**src/rtl/legv8_multicycle_ctrl.sv**
```systemverilog
// legv8_multicycle_ctrl: multi-cycle LEGv8 control FSM with a unified memory port.
// Optional memory-ack watchdog enabled by defining LEGV8_MC_TIMEOUT_EN.
module legv8_multicycle_ctrl #(
    parameter int TIMEOUT_CYCLES = 16
) (
    input  logic        clk,
    input  logic        rst_n,
    input  logic [10:0] opcode,
    input  logic        zero,
    input  logic        mem_ack,
    output logic        mem_req,
    output logic        mem_we,
    output logic        addr_sel,
    output logic        ir_load,
    output logic        pc_write,
    output logic [1:0]  pc_src_sel,
    output logic [1:0]  alu_b_sel,
    output logic [1:0]  alu_op,
    output logic [1:0]  wb_sel,
    output logic        reg_write,
    output logic        halt,
    output logic [31:0] instr_retired
);
    localparam logic [3:0] S_FETCH  = 4'd0;
    localparam logic [3:0] S_DECODE = 4'd1;
    localparam logic [3:0] S_EXEC_R = 4'd2;
    localparam logic [3:0] S_ADDR   = 4'd3;
    localparam logic [3:0] S_MEM_RD = 4'd4;
    localparam logic [3:0] S_MEM_WR = 4'd5;
    localparam logic [3:0] S_WB_ALU = 4'd6;
    localparam logic [3:0] S_WB_MEM = 4'd7;
    localparam logic [3:0] S_BRANCH = 4'd8;
    localparam logic [3:0] S_HALT   = 4'd9;

    localparam logic [2:0] C_R   = 3'd0;
    localparam logic [2:0] C_LD  = 3'd1;
    localparam logic [2:0] C_ST  = 3'd2;
    localparam logic [2:0] C_CBZ = 3'd3;
    localparam logic [2:0] C_B   = 3'd4;
    localparam logic [2:0] C_BL  = 3'd5;
    localparam logic [2:0] C_BR  = 3'd6;
    localparam logic [2:0] C_BAD = 3'd7;

    localparam logic [10:0] OP_ADD  = 11'b10001011000;
    localparam logic [10:0] OP_SUB  = 11'b11001011000;
    localparam logic [10:0] OP_AND  = 11'b10001010000;
    localparam logic [10:0] OP_ORR  = 11'b10101010000;
    localparam logic [10:0] OP_LDUR = 11'b11111000010;
    localparam logic [10:0] OP_STUR = 11'b11111000000;
    localparam logic [10:0] OP_BR   = 11'b11010110000;

    logic [3:0]  state_q, state_d;
    logic [31:0] retired_q, retired_d;
    logic [2:0]  cls;
    logic [1:0]  r_op;
    logic        timeout;
    logic        retire;

    // Instruction class and R-type ALU function from the IR opcode field
    always_comb begin
        cls = (opcode == OP_ADD || opcode == OP_SUB ||
               opcode == OP_AND || opcode == OP_ORR) ? C_R   :
              (opcode == OP_LDUR)                    ? C_LD  :
              (opcode == OP_STUR)                    ? C_ST  :
              (opcode[10:3] == 8'b10110100)          ? C_CBZ :
              (opcode[10:5] == 6'b000101)            ? C_B   :
              (opcode[10:5] == 6'b100101)            ? C_BL  :
              (opcode == OP_BR)                      ? C_BR  : C_BAD;
        r_op = (opcode == OP_SUB) ? 2'b01 :
               (opcode == OP_AND) ? 2'b10 :
               (opcode == OP_ORR) ? 2'b11 : 2'b00;
    end

`ifdef LEGV8_MC_TIMEOUT_EN
    logic [31:0] wait_q;
    logic        wait_st;

    assign wait_st = (state_q == S_FETCH) || (state_q == S_MEM_RD) || (state_q == S_MEM_WR);
    // An ack arriving in the limit cycle still completes the access
    assign timeout = wait_st && !mem_ack && (wait_q == 32'(TIMEOUT_CYCLES - 1));

    // Count unacknowledged cycles; any state change restarts the count
    always_ff @(posedge clk or negedge rst_n) begin
        if (!rst_n)
            wait_q <= '0;
        else
            wait_q <= (wait_st && !mem_ack && state_d == state_q) ? wait_q + 32'd1 : '0;
    end
`else
    logic unused_cfg;

    assign unused_cfg = ^32'(TIMEOUT_CYCLES);
    assign timeout    = 1'b0;
`endif

    // Next-state sequencing
    always_comb begin
        state_d = state_q;
        case (state_q)
            S_FETCH:  state_d = timeout ? S_HALT : mem_ack ? S_DECODE : S_FETCH;
            S_DECODE: state_d = (cls == C_R)                   ? S_EXEC_R :
                                (cls == C_LD || cls == C_ST)   ? S_ADDR   :
                                (cls == C_BAD)                 ? S_HALT   : S_BRANCH;
            S_EXEC_R: state_d = S_WB_ALU;
            S_ADDR:   state_d = (cls == C_ST) ? S_MEM_WR : S_MEM_RD;
            S_MEM_RD: state_d = timeout ? S_HALT : mem_ack ? S_WB_MEM : S_MEM_RD;
            S_MEM_WR: state_d = timeout ? S_HALT : mem_ack ? S_FETCH : S_MEM_WR;
            S_WB_ALU: state_d = S_FETCH;
            S_WB_MEM: state_d = S_FETCH;
            S_BRANCH: state_d = S_FETCH;
            S_HALT:   state_d = S_HALT;
            default:  state_d = S_HALT;
        endcase
    end

    // An instruction retires on its final transition back to FETCH
    always_comb begin
        retire = (state_q == S_WB_ALU) || (state_q == S_WB_MEM) || (state_q == S_BRANCH) ||
                 (state_q == S_MEM_WR && mem_ack);
        retired_d = retire ? retired_q + 32'd1 : retired_q;
    end

    // State and retirement counter registers
    always_ff @(posedge clk or negedge rst_n) begin
        if (!rst_n) begin
            state_q   <= S_FETCH;
            retired_q <= '0;
        end else begin
            state_q   <= state_d;
            retired_q <= retired_d;
        end
    end

    assign instr_retired = retired_q;

    // Datapath controls decoded from state; held low while reset is asserted
    always_comb begin
        mem_req    = 1'b0;
        mem_we     = 1'b0;
        addr_sel   = 1'b0;
        ir_load    = 1'b0;
        pc_write   = 1'b0;
        pc_src_sel = 2'b00;
        alu_b_sel  = 2'b00;
        alu_op     = 2'b00;
        wb_sel     = 2'b00;
        reg_write  = 1'b0;
        halt       = 1'b0;
        if (rst_n) begin
            case (state_q)
                S_FETCH: begin
                    mem_req  = 1'b1;
                    ir_load  = mem_ack;
                    pc_write = mem_ack;
                end
                S_EXEC_R: alu_op = r_op;
                S_ADDR:   alu_b_sel = 2'b01;
                S_MEM_RD: begin
                    mem_req  = 1'b1;
                    addr_sel = 1'b1;
                end
                S_MEM_WR: begin
                    mem_req  = 1'b1;
                    addr_sel = 1'b1;
                    mem_we   = 1'b1;
                end
                S_WB_ALU: reg_write = 1'b1;
                S_WB_MEM: begin
                    reg_write = 1'b1;
                    wb_sel    = 2'b01;
                end
                S_BRANCH: begin
                    pc_write   = (cls == C_CBZ) ? zero : 1'b1;
                    pc_src_sel = (cls == C_BR) ? 2'b10 : 2'b01;
                    alu_b_sel  = (cls == C_CBZ) ? 2'b10 : 2'b00;
                    reg_write  = (cls == C_BL);
                    wb_sel     = (cls == C_BL) ? 2'b10 : 2'b00;
                end
                S_HALT:   halt = 1'b1;
                default:  halt = 1'b0;
            endcase
        end
    end
endmodule

```
**config.mk**
```make
export PLATFORM = sky130hd
export DESIGN_NAME = legv8_multicycle_ctrl
export DESIGN_NICKNAME = d
export VERILOG_FILES = /design/src/rtl/legv8_multicycle_ctrl.sv
export SDC_FILE = /design/constraint.sdc
export NUM_CORES = 1
export LEC_CHECK = 0
export CAP_MARGIN = 20
export CORE_UTILIZATION = 42
export CTS_CLUSTER_SIZE = 25
export DETAILED_ROUTE_END_ITERATION = 8
export GPL_TIMING_DRIVEN = 1
export PLACE_DENSITY = 0.74
export SYNTH_ARGS = -nofsm -noshare
export SYNTH_HDL_FRONTEND = slang
export SYNTH_SLANG_ARGS = --single-unit
```
**constraint.sdc**
```tcl
create_clock -name clk -period 1.95 [get_ports clk]
set_input_delay 0.2925 -clock clk [delete_from_list [all_inputs] [get_ports clk]]
set_output_delay 0.2925 -clock clk [all_outputs]
set_load 0.01 [all_outputs]
```
==> run_1/floorplan.png <==
Bar = 20 um. Pins as bars on the die edge.
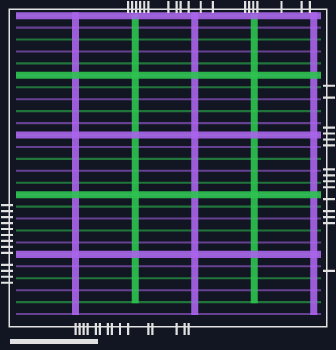
legend:
  VSS:
    color: purple
  VDD:
    color: green
rows: 25
met4 straps: 5
met5 straps: 5

==> run_1/class_map.png <==
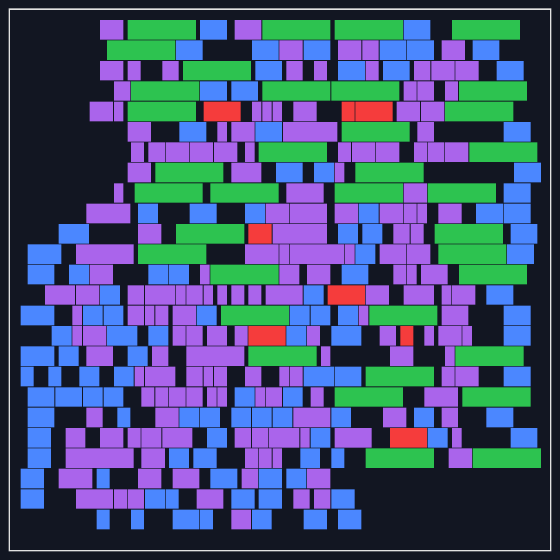
legend:
  remaining logic cells:
    color: purple
    cells: 169
    share_of_their_area: 40%
  registers:
    color: green
    cells: 36
    share_of_their_area: 28%
  clock drivers and dummy loads:
    color: red
    cells: 8
    share_of_their_area: 2.7%
  remaining buffers and delay cells:
    color: blue
    cells: 110
    share_of_their_area: 29%
row count: 25
final instance area: 3297 sq um
Final Util: 69.80%
Seq/total area: 27.32%
core box area: 4723 sq um

==> impl_metrics.env, run 1 <==
# implementation run metrics
export IMPL_status="completed"
export IMPL_nWellTaps=67
export IMPL_inverters=2
export IMPL_end_kind="flop"
export IMPL_slew_violations=0
export IMPL_yosysSeqAreaShare_pct=43.77
export IMPL_grt_pass1_vias=1955
export IMPL_clkCellAreaFrac_pct=2.657
export IMPL_h_tree_depth=2
export IMPL_nClkBuffers=5
export IMPL_ant_nets=0
export IMPL_yosysWarnings=0
export IMPL_post_place_ws_ns=-0.5120
export IMPL_initCoreUtil_pct=43.58
export IMPL_grt_max_degree=25
export IMPL_warning_count=27
export IMPL_p_seq_mw=0.940
export IMPL_io_pins=62
export IMPL_logic_area_sq_um=1272
export IMPL_path_class="flop to flop"
export IMPL_worst_path_buf_inv=1
export IMPL_synthArstFlopShare_pct=100.0
export IMPL_tns_ns=0
export IMPL_yosysUniqueCellTypes=42
export IMPL_top_cell_area_share_pct=43.77
export IMPL_rrSetupSlack_ns=0.03
export IMPL_path_max_fanout=6
export IMPL_max_freq_ghz=0.5200
export IMPL_routed_wl_um=5321
export IMPL_fin_cells=390
export IMPL_largestClassByArea="combinational gates"
export IMPL_comb_multi_input_count=167
export IMPL_clk_path_buf_depth=2
export IMPL_rsz0062_at_grt="yes"
export IMPL_final_cell_mix="buf_4 (44), clkdlybuf4s50_1 (37), dfrtp_1 (36), xnor2_1 (22), nand2_1 (20)"
export IMPL_top_cells_by_count="dfrtp_1 (36), xnor2_1 (22), nand2_1 (20)"
export IMPL_n_antenna_cell=0
export IMPL_setup_violations=0
export IMPL_cts_sinks=36
export IMPL_numCtsBuffers=5
export IMPL_cp_depth=6
export IMPL_antenna_found_initial=0
export IMPL_lay_top_count="buf_4"
export IMPL_critical_path_slowest_cell="or4b_4"
export IMPL_hold_ws_ns=0.04047
export IMPL_p_leak_nw=1.511
export IMPL_viasPerCell=5.213
export IMPL_max_stage_delay_ns=0.57
export IMPL_final_seq_area_sq_um=900.9
export IMPL_p_comb_mw=1.04
export IMPL_max_cap_violations=0
export IMPL_die_w_um=72.01
export IMPL_synthesis_nets=225
export IMPL_mux_area_share_pct=0.5471
export IMPL_cts_tree="yes"
export IMPL_synth_stat_cells=209
export IMPL_root_buffer="clkbuf_8"
export IMPL_fin_ws_ns=0.02692
export IMPL_worst_pin_slew_ns=0.5107
export IMPL_num_vias=2033
export IMPL_wire_per_inst_um=13.64
export IMPL_first_iter_violations=63
export IMPL_cp_required_ns=2.13
export IMPL_swShare_pct=34.19
export IMPL_xor_share_pct=13.19
export IMPL_post_route_period_util_pct=98.62
export IMPL_grt_overflow=0
export IMPL_place_area_sq_um=3033
export IMPL_p_per_area_nw_per_um2=761.5
export IMPL_syn_area_sq_um=2058
export IMPL_worst_r2r_path_depth=6
export IMPL_max_slew_margin_rel_pct=65.95
export IMPL_edf_count=0
export IMPL_power_switching_mw=0.8583
export IMPL_syn_to_final_growth_pct=60.18
export IMPL_clock_latency_late_pin_ns=0.29
export IMPL_clk_pin_slew_ns=0.08
export IMPL_skew_ns=0.007075
export IMPL_hold_class="primary input to asynchronous set/reset pin"
export IMPL_comb_power_share_pct=41.6
export IMPL_fin_crit_ns=1.923
export IMPL_critPathLaunchType="flop"
export IMPL_hold_violations=0
export IMPL_synthTopLogicFamily="simple AND/OR/NAND/NOR gates"
export IMPL_syn_inst=209
export IMPL_dieArea_sq_um=5185
export IMPL_route_detailed_drc=0
export IMPL_gp_congestion=0.8883
export IMPL_worstPathArrival_ns=2.11
export IMPL_synthSimpleGateAreaFrac_pct=33.07
export IMPL_dp_hpwl_um=3892
export IMPL_worstSetupEndpoint="instr_retired[15]$_DFFE_PN0P_"
export IMPL_area_share_nonclk_buffers_pct=28.65
export IMPL_startpoint="state_q[2]$_DFF_PN0_"
export IMPL_fillerInstances=366
export IMPL_ys_ff=36
export IMPL_r2r_start="state_q[2]$_DFF_PN0_"
export IMPL_fp_dieH_um=72.01
export IMPL_ys_chip_area_sq_um=2058
export IMPL_drive_above_1_share_pct=30.65
export IMPL_grt_pass1_wl_um=8790
export IMPL_path_cells="buf_6, or4b_4, o22ai_4, nor2b_4, nand3_1, xnor2_1"
export IMPL_total_power_mw=2.511
export IMPL_synthFlopType="dfrtp_1"
export IMPL_placed_cells=373
export IMPL_final_nets=338
export IMPL_power_clock_mw=0.527
export IMPL_yosysTopAreaCell="dfrtp_1"
export IMPL_irDropWorstVdd_mv=0.3573
export IMPL_p_int_mw=1.652
export IMPL_drt_pass1_iterations=4
export IMPL_seq_cell_count=36
export IMPL_aoi_share_pct=7.720
export IMPL_gr_usage_all_layers_pct=21.44
export IMPL_r2r_end="instr_retired[15]$_DFFE_PN0P_"
export IMPL_power_group_top="combinational cells"
export IMPL_share_seq_of_total_power_pct=37.5
export IMPL_cp_top_family="simple AND/OR/NAND/NOR gates"
export IMPL_nonClockBufferCount=110
export IMPL_synthTopCellsByArea="dfrtp_1 (44%), xnor2_1 (9.4%), xor2_1 (3.8%)"
export IMPL_syn_mean_instance_area_sq_um=9.848
export IMPL_p_clk_share_pct=21.0
export IMPL_io_buffers=61
export IMPL_comb_area_share_pct=38.60
export IMPL_most_common_cell="dfrtp_1"
export IMPL_ys_sh_adder_pct=0.6079
==> run_1/clock_wires.png <==
Bar = 20 um.
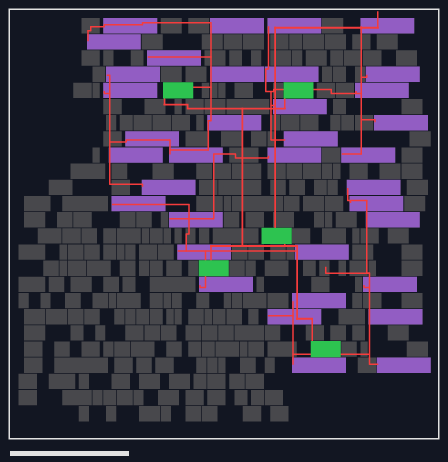
legend:
  flip-flops:
    color: purple
    count: 36
  clock wires:
    color: red
    length: 472 um
  clock-net drivers:
    color: green
    count: 5
routed clock nets: 6

==> run_1/layers.png <==
Bar = 20 um.
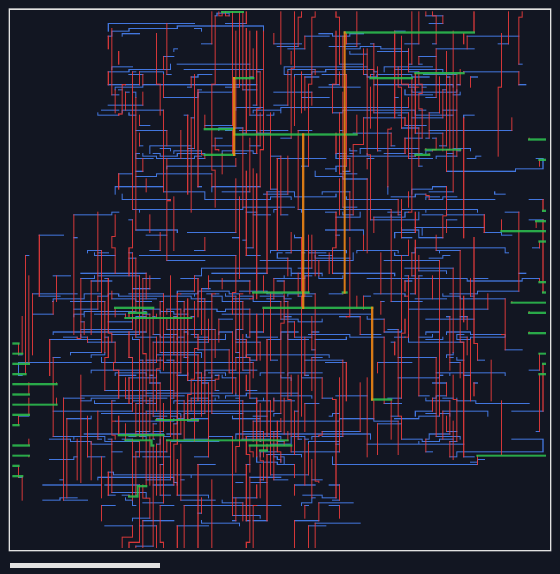
legend:
  M2:
    color: red
    wire_length: 2690 um
  M3:
    color: green
    wire_length: 207 um
  M1:
    color: blue
    wire_length: 2350 um
  M4:
    color: orange
    wire_length: 80.2 um

[run 1: what timing repair did]
item                                    CTS  global route
pin swaps                                10             7
endpoints found under the setup margin   24            25
resized                                  61            15
endpoints found under the hold margin    14             0
hold buffers                              1             0
setup buffers                             8             0
[run 1: registers in the layout, indices dropped and copies added (netlist names)]
| signal | flops |
|---|---|
| state_q | 4 |
| instr_retired | 32 |
[run 1: worst register-to-register path: cells and delay by family (launching register included)]
family / cells / cell delay, ns
buffers and inverters: 1 / 0.14
DFF: 1 / 0.40
AOI/OAI and AO/OA: 1 / 0.20
xor gates and xnor gates: 1 / 0.13
and+or+nand+nor: 3 / 0.94
[run 1: layer usage]
metal  routed length, um  track usage (%)  vias up
met5                   0                0        -
met4                  80            8.932        0
met3                 206            3.611        8
met2                2686            36.58       71
met1                2346            26.97      976
li1                    -                -      978
==> run 1 -> run 2 <==
--- a/constraint.sdc
+++ b/constraint.sdc
@@ -3,2 +3,2 @@
 set_output_delay 0.2925 -clock clk [all_outputs]
-set_load 0.01 [all_outputs]
+set_load 0.05 [all_outputs]
==> run 2 against run 1 <==
  * Sequential power grew 2.8%
  * Sequential share of layout area is 0.74 points lower
  * Hold slack improved by 0.13 ns
  * Core utilization grew 2.8 points
  * Critical endpoint is now reg_write
  * Non-clock buffer count is 14 lower
  * The run now ends with setup timing left
==> impl_metrics.env, run 2 <==
# implementation run metrics
export IMPL_synthTopCellsByArea="dfrtp_1 (44%), xnor2_1 (9.4%), xor2_1 (3.8%)"
export IMPL_grt_met3_usage_pct=4.444
export IMPL_failed_checks="setup timing"
export IMPL_syn_area_sq_um=2058
export IMPL_p_per_area_nw_per_um2=829.5
export IMPL_top_cells_by_count="dfrtp_1 (36), xnor2_1 (22), nand2_1 (20)"
export IMPL_fp_dieH_um=72.01
export IMPL_tns_ns=-0.005880
export IMPL_edf_count=0
export IMPL_lay_top_count="clkdlybuf4s50_1"
export IMPL_grtUsageMet1_pct=29.00
export IMPL_syn_inst=209
export IMPL_fillerInstances=324
export IMPL_xor_share_pct=13.19
export IMPL_r2r_end="instr_retired[20]$_DFFE_PN0P_"
export IMPL_dieArea_sq_um=5185
export IMPL_final_nets=324
export IMPL_rows=25
export IMPL_final_cell_mix="clkdlybuf4s50_1 (35), dfrtp_1 (27), buf_4 (27), xnor2_1 (22), nand2_1 (19)"
export IMPL_fin_cells=376
export IMPL_yosysTopAreaCell="dfrtp_1"
export IMPL_core_sq_um=4723
export IMPL_viasPerCell=5.231
export IMPL_grt_overflow=0
export IMPL_grt_pass1_vias=1855
export IMPL_max_slew_margin_rel_pct=63.39
export IMPL_grt_busiest_layer="met2"
export IMPL_place_area_sq_um=3132
export IMPL_path_max_fanout=4
export IMPL_wl_met1_um=2510
export IMPL_largest_register_ffs=32
export IMPL_status="finished, violations left"
export IMPL_setup_violations=1
export IMPL_logic_area_sq_um=1299
export IMPL_synthTopLogicFamily="simple AND/OR/NAND/NOR gates"
export IMPL_seq_cell_count=36
export IMPL_comb_multi_input_count=167
export IMPL_worst_pin_slew_ns=0.5491
export IMPL_yosysWarnings=0
export IMPL_post_place_ws_ns=-0.1924
export IMPL_nWellTaps=67
export IMPL_grt_max_degree=37
export IMPL_met2_usage_pct=35.95
export IMPL_fin_ws_ns=-0.005880
export IMPL_max_freq_ghz=0.5113
export IMPL_clk_pin_slew_ns=0.07
export IMPL_route_detailed_drc=0
export IMPL_post_route_period_util_pct=100.3
export IMPL_io_pins=62
export IMPL_synthesis_nets=225
export IMPL_max_stage_delay_ns=0.45
export IMPL_path_class="flop to primary output"
export IMPL_die_w_um=72.01
export IMPL_inverters=2
export IMPL_slew_violations=0
export IMPL_top_layer_used="met4"
export IMPL_r2r_start="instr_retired[6]$_DFFE_PN0P_"
export IMPL_ys_sh_adder_pct=0.6079
export IMPL_syn_to_final_growth_pct=66.69
export IMPL_cp_required_ns=1.66
export IMPL_final_core_util_pct=72.64
export IMPL_p_leak_nw=1.479
export IMPL_io_buffers=61
export IMPL_wl_met3_um=215
export IMPL_initCoreUtil_pct=43.58
export IMPL_rrSetupSlack_ns=0.06
export IMPL_numCtsBuffers=5
export IMPL_yosysUniqueCellTypes=42
export IMPL_cts_sinks=36
[run 2: worst max-delay path by stage]
stage	startpoint	end	slack, ns	cells past startpoint
after CTS	state_q[2]$_DFF_PN0_	alu_op[0]	0.01	5
after floorplan	instr_retired[2]$_DFFE_PN0P_	instr_retired[20]$_DFFE_PN0P_	0.002	5
after global placement	opcode[7]	reg_write	-0.19	6
final	state_q[1]$_DFF_PN0_	reg_write	-0.006	5
after detailed placement	opcode[7]	pc_src_sel[1]	-0.19	5
after global routing	state_q[1]$_DFF_PN0_	reg_write	-0.05	5
[run 2: repair_timing]
action,in CTS,in global routing
resized,28,20
setup endpoints to repair,8,14
pin swaps,13,8
buffers inserted,1,4
[run 2: power breakdown]
group,switching (mW),internal [mW]
logic,0.774,0.563
clock network,0.256,0.287
registers,0.129,0.837
==> run_2/floorplan.png <==
Bar = 20 um. Pins as bars on the die edge.
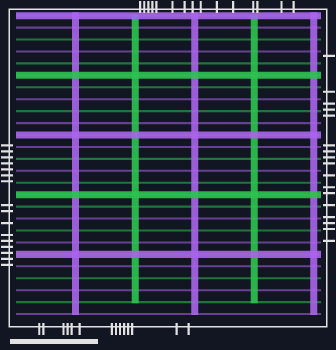
legend:
  VSS:
    color: purple
  VDD:
    color: green
rows: 25
signal pins: 62

==> run_2/layers.png <==
Bar = 20 um.
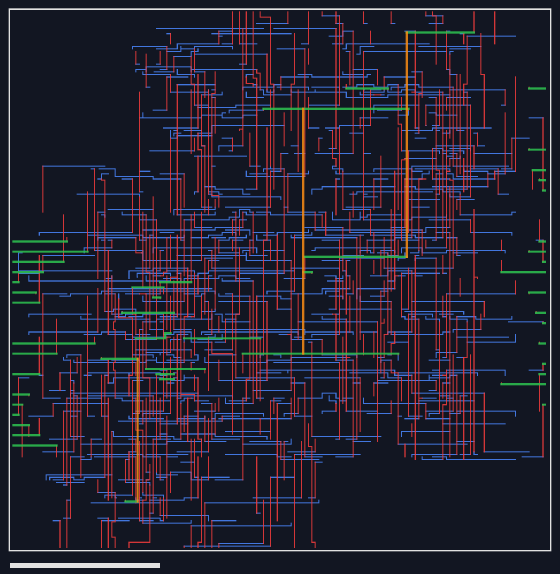
legend:
  M1:
    color: blue
    wire_length: 2510 um
  M2:
    color: red
    wire_length: 2690 um
  M3:
    color: green
    wire_length: 216 um
  M4:
    color: orange
    wire_length: 81.6 um

==> run_2/clock_wires.png <==
Bar = 20 um.
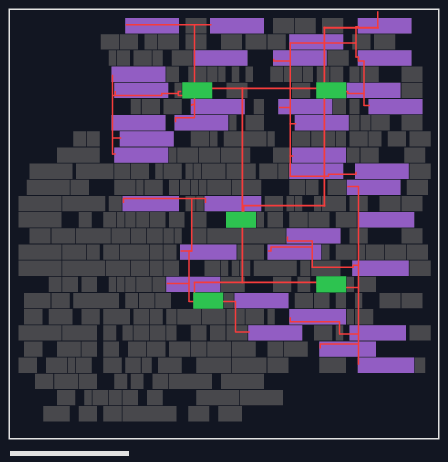
legend:
  flip-flops:
    color: purple
    count: 36
  clock wires:
    color: red
    length: 420 um
  clock-net drivers:
    color: green
    count: 5
routed clock nets: 6
Clk Latency, worst-skew pair: 0.29 ns
power share of the clock group: 19.1%
Clk. pwr: 0.542 mW
clk_skew: 0.006471 ns

==> run 2 -> run 3 <==
SLEW_MARGIN = 10   (was unset)
==> run_3/class_map.png <==
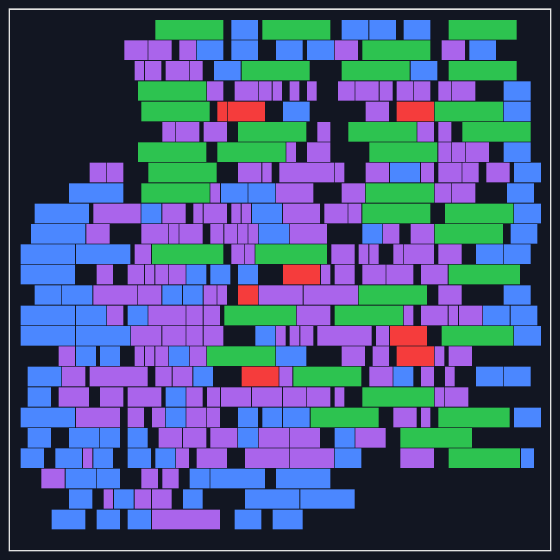
legend:
  clock drivers and dummy loads:
    color: red
    cells: 8
    share_of_their_area: 2.8%
  registers:
    color: green
    cells: 36
    share_of_their_area: 27%
  remaining buffers and delay cells:
    color: blue
    cells: 96
    share_of_their_area: 31%
  remaining logic cells:
    color: purple
    cells: 169
    share_of_their_area: 39%

==> run_3/clock_wires.png <==
Bar = 20 um.
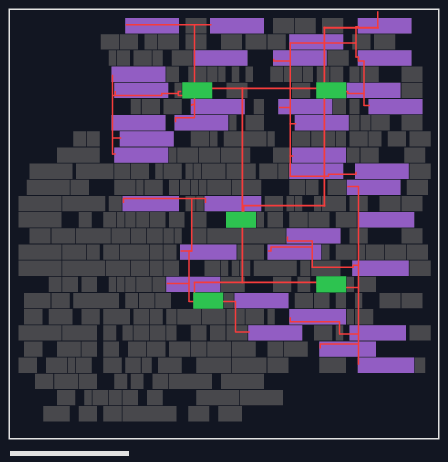
legend:
  flip-flops:
    color: purple
    count: 36
  clock wires:
    color: red
    length: 420 um
  clock-net drivers:
    color: green
    count: 5
routed clock nets: 6

==> run_3/clock_nets.png <==
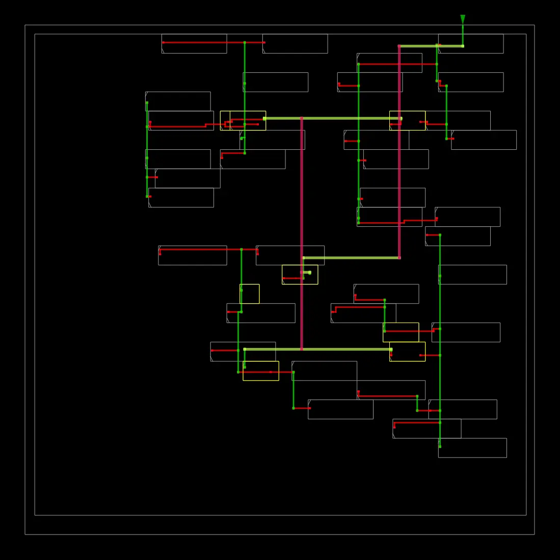
Num CTS Buffers: 5
flip-flops: 36

==> run 3 against run 2 <==
  * The run still ends with setup timing left
  * Area after synthesis is the same
  * Sequential share of layout area did not move
  * Register-to-register slack is essentially flat
  * First-iteration DRC count unchanged
  * Final area is the same
  * Critical path depth did not move
  * Flip-flop count unchanged
  * Highest routed layer unchanged
==> impl_metrics.env, run 3 <==
# implementation run metrics
export IMPL_synthTopCellsByArea="dfrtp_1 (44%), xnor2_1 (9.4%), xor2_1 (3.8%)"
export IMPL_syn_area_sq_um=2058
export IMPL_inverters=2
export IMPL_p_leak_nw=1.479
export IMPL_wl_met1_um=2510
export IMPL_logic_area_sq_um=1299
export IMPL_wl_met3_um=215
export IMPL_nWellTaps=67
export IMPL_fin_cells=376
export IMPL_skew_ns=0.006471
export IMPL_startpoint="state_q[1]$_DFF_PN0_"
export IMPL_clkCellAreaFrac_pct=2.735
export IMPL_max_stage_delay_ns=0.45
export IMPL_io_pins=62
export IMPL_post_place_ws_ns=-0.1924
export IMPL_comb_multi_input_count=167
export IMPL_cts_sinks=36
export IMPL_grt_pass1_vias=1855
export IMPL_setup_violations=1
export IMPL_routed_wl_um=5494
export IMPL_failed_checks="setup timing"
export IMPL_die_w_um=72.01
export IMPL_clock_latency_late_pin_ns=0.29
export IMPL_top_layer_used="met4"
export IMPL_root_buffer="clkbuf_8"
export IMPL_swShare_pct=40.70
export IMPL_rrSetupSlack_ns=0.06
export IMPL_p_seq_mw=0.966
export IMPL_nClkBuffers=7
export IMPL_route_detailed_drc=0
export IMPL_power_group_top="combinational cells"
export IMPL_viasPerCell=5.231
export IMPL_lay_top_count="clkdlybuf4s50_1"
export IMPL_synthesis_nets=225
export IMPL_worstPathArrival_ns=1.66
export IMPL_p_per_area_nw_per_um2=829.5
export IMPL_final_nets=324
export IMPL_yosysWarnings=0
export IMPL_dieArea_sq_um=5185
export IMPL_fp_dieH_um=72.01
export IMPL_p_comb_mw=1.34
export IMPL_max_slew_margin_rel_pct=63.39
export IMPL_met2_usage_pct=35.95
export IMPL_largest_register_ffs=32
export IMPL_worst_pin_slew_ns=0.5491
export IMPL_cp_depth=5
export IMPL_comb_power_share_pct=47.0
export IMPL_grt_met3_usage_pct=4.444
export IMPL_fillerInstances=324
export IMPL_fin_ws_ns=-0.005880
export IMPL_path_class="flop to primary output"
export IMPL_irDropWorstVdd_mv=0.5660
export IMPL_core_sq_um=4723
export IMPL_tns_ns=-0.005880
export IMPL_grt_overflow=0
export IMPL_yosysUniqueCellTypes=42
export IMPL_r2r_end="instr_retired[20]$_DFFE_PN0P_"
export IMPL_comb_area_share_pct=37.86
export IMPL_grtUsageMet1_pct=29.00
export IMPL_h_tree_depth=2
export IMPL_cp_required_ns=1.66
export IMPL_cts_hold_buf=0
export IMPL_initCoreUtil_pct=43.58
export IMPL_cp_top_family="simple AND/OR/NAND/NOR gates"
export IMPL_post_route_period_util_pct=100.3
export IMPL_hold_ws_ns=0.1694
export IMPL_final_cell_mix="clkdlybuf4s50_1 (35), dfrtp_1 (27), buf_4 (27), xnor2_1 (22), nand2_1 (19)"
export IMPL_grt_max_degree=37
export IMPL_yosysTopAreaCell="dfrtp_1"
export IMPL_rsz0062_at_grt="yes"
export IMPL_syn_inst=209
export IMPL_p_int_mw=1.687
export IMPL_syn_to_final_growth_pct=66.69
export IMPL_clk_pin_slew_ns=0.07
export IMPL_share_seq_of_total_power_pct=34.0
export IMPL_path_max_fanout=4
export IMPL_io_buffers=61
export IMPL_power_clock_mw=0.542
export IMPL_slew_violations=0
export IMPL_r2r_start="instr_retired[6]$_DFFE_PN0P_"
export IMPL_max_freq_ghz=0.5113
export IMPL_final_core_util_pct=72.64
export IMPL_top_cells_by_count="dfrtp_1 (36), xnor2_1 (22), nand2_1 (20)"
export IMPL_power_switching_mw=1.158
export IMPL_edf_count=0
export IMPL_rows=25
export IMPL_status="finished, violations left"
export IMPL_place_area_sq_um=3132
export IMPL_worstSetupEndpoint="reg_write"
export IMPL_grt_busiest_layer="met2"
## run 3: what timing repair did
action | CTS | global route
setup endpoints to repair | 8 | 14
setup buffers | 1 | 4
resized | 28 | 20
pin swaps | 13 | 8
## run 3: cell families (layout without fill, tap and decap cells)
| family | count (synthesis) | count (layout) | synth area share [%] |
|---|---|---|---|
| xor gates and xnor gates | 31 | 31 | 13.19 |
| muxes | 1 | 1 | 0.5471 |
| DFF | 36 | 36 | 43.77 |
| adders and majority gates | 1 | 1 | 0.6078 |
| buffers and inverters | 6 | 106 | 1.094 |
| AOI/OAI and AO/OA | 22 | 22 | 7.721 |
| and+or+nand+nor | 112 | 112 | 33.07 |
Power is estimated from default activity; no workload was simulated.
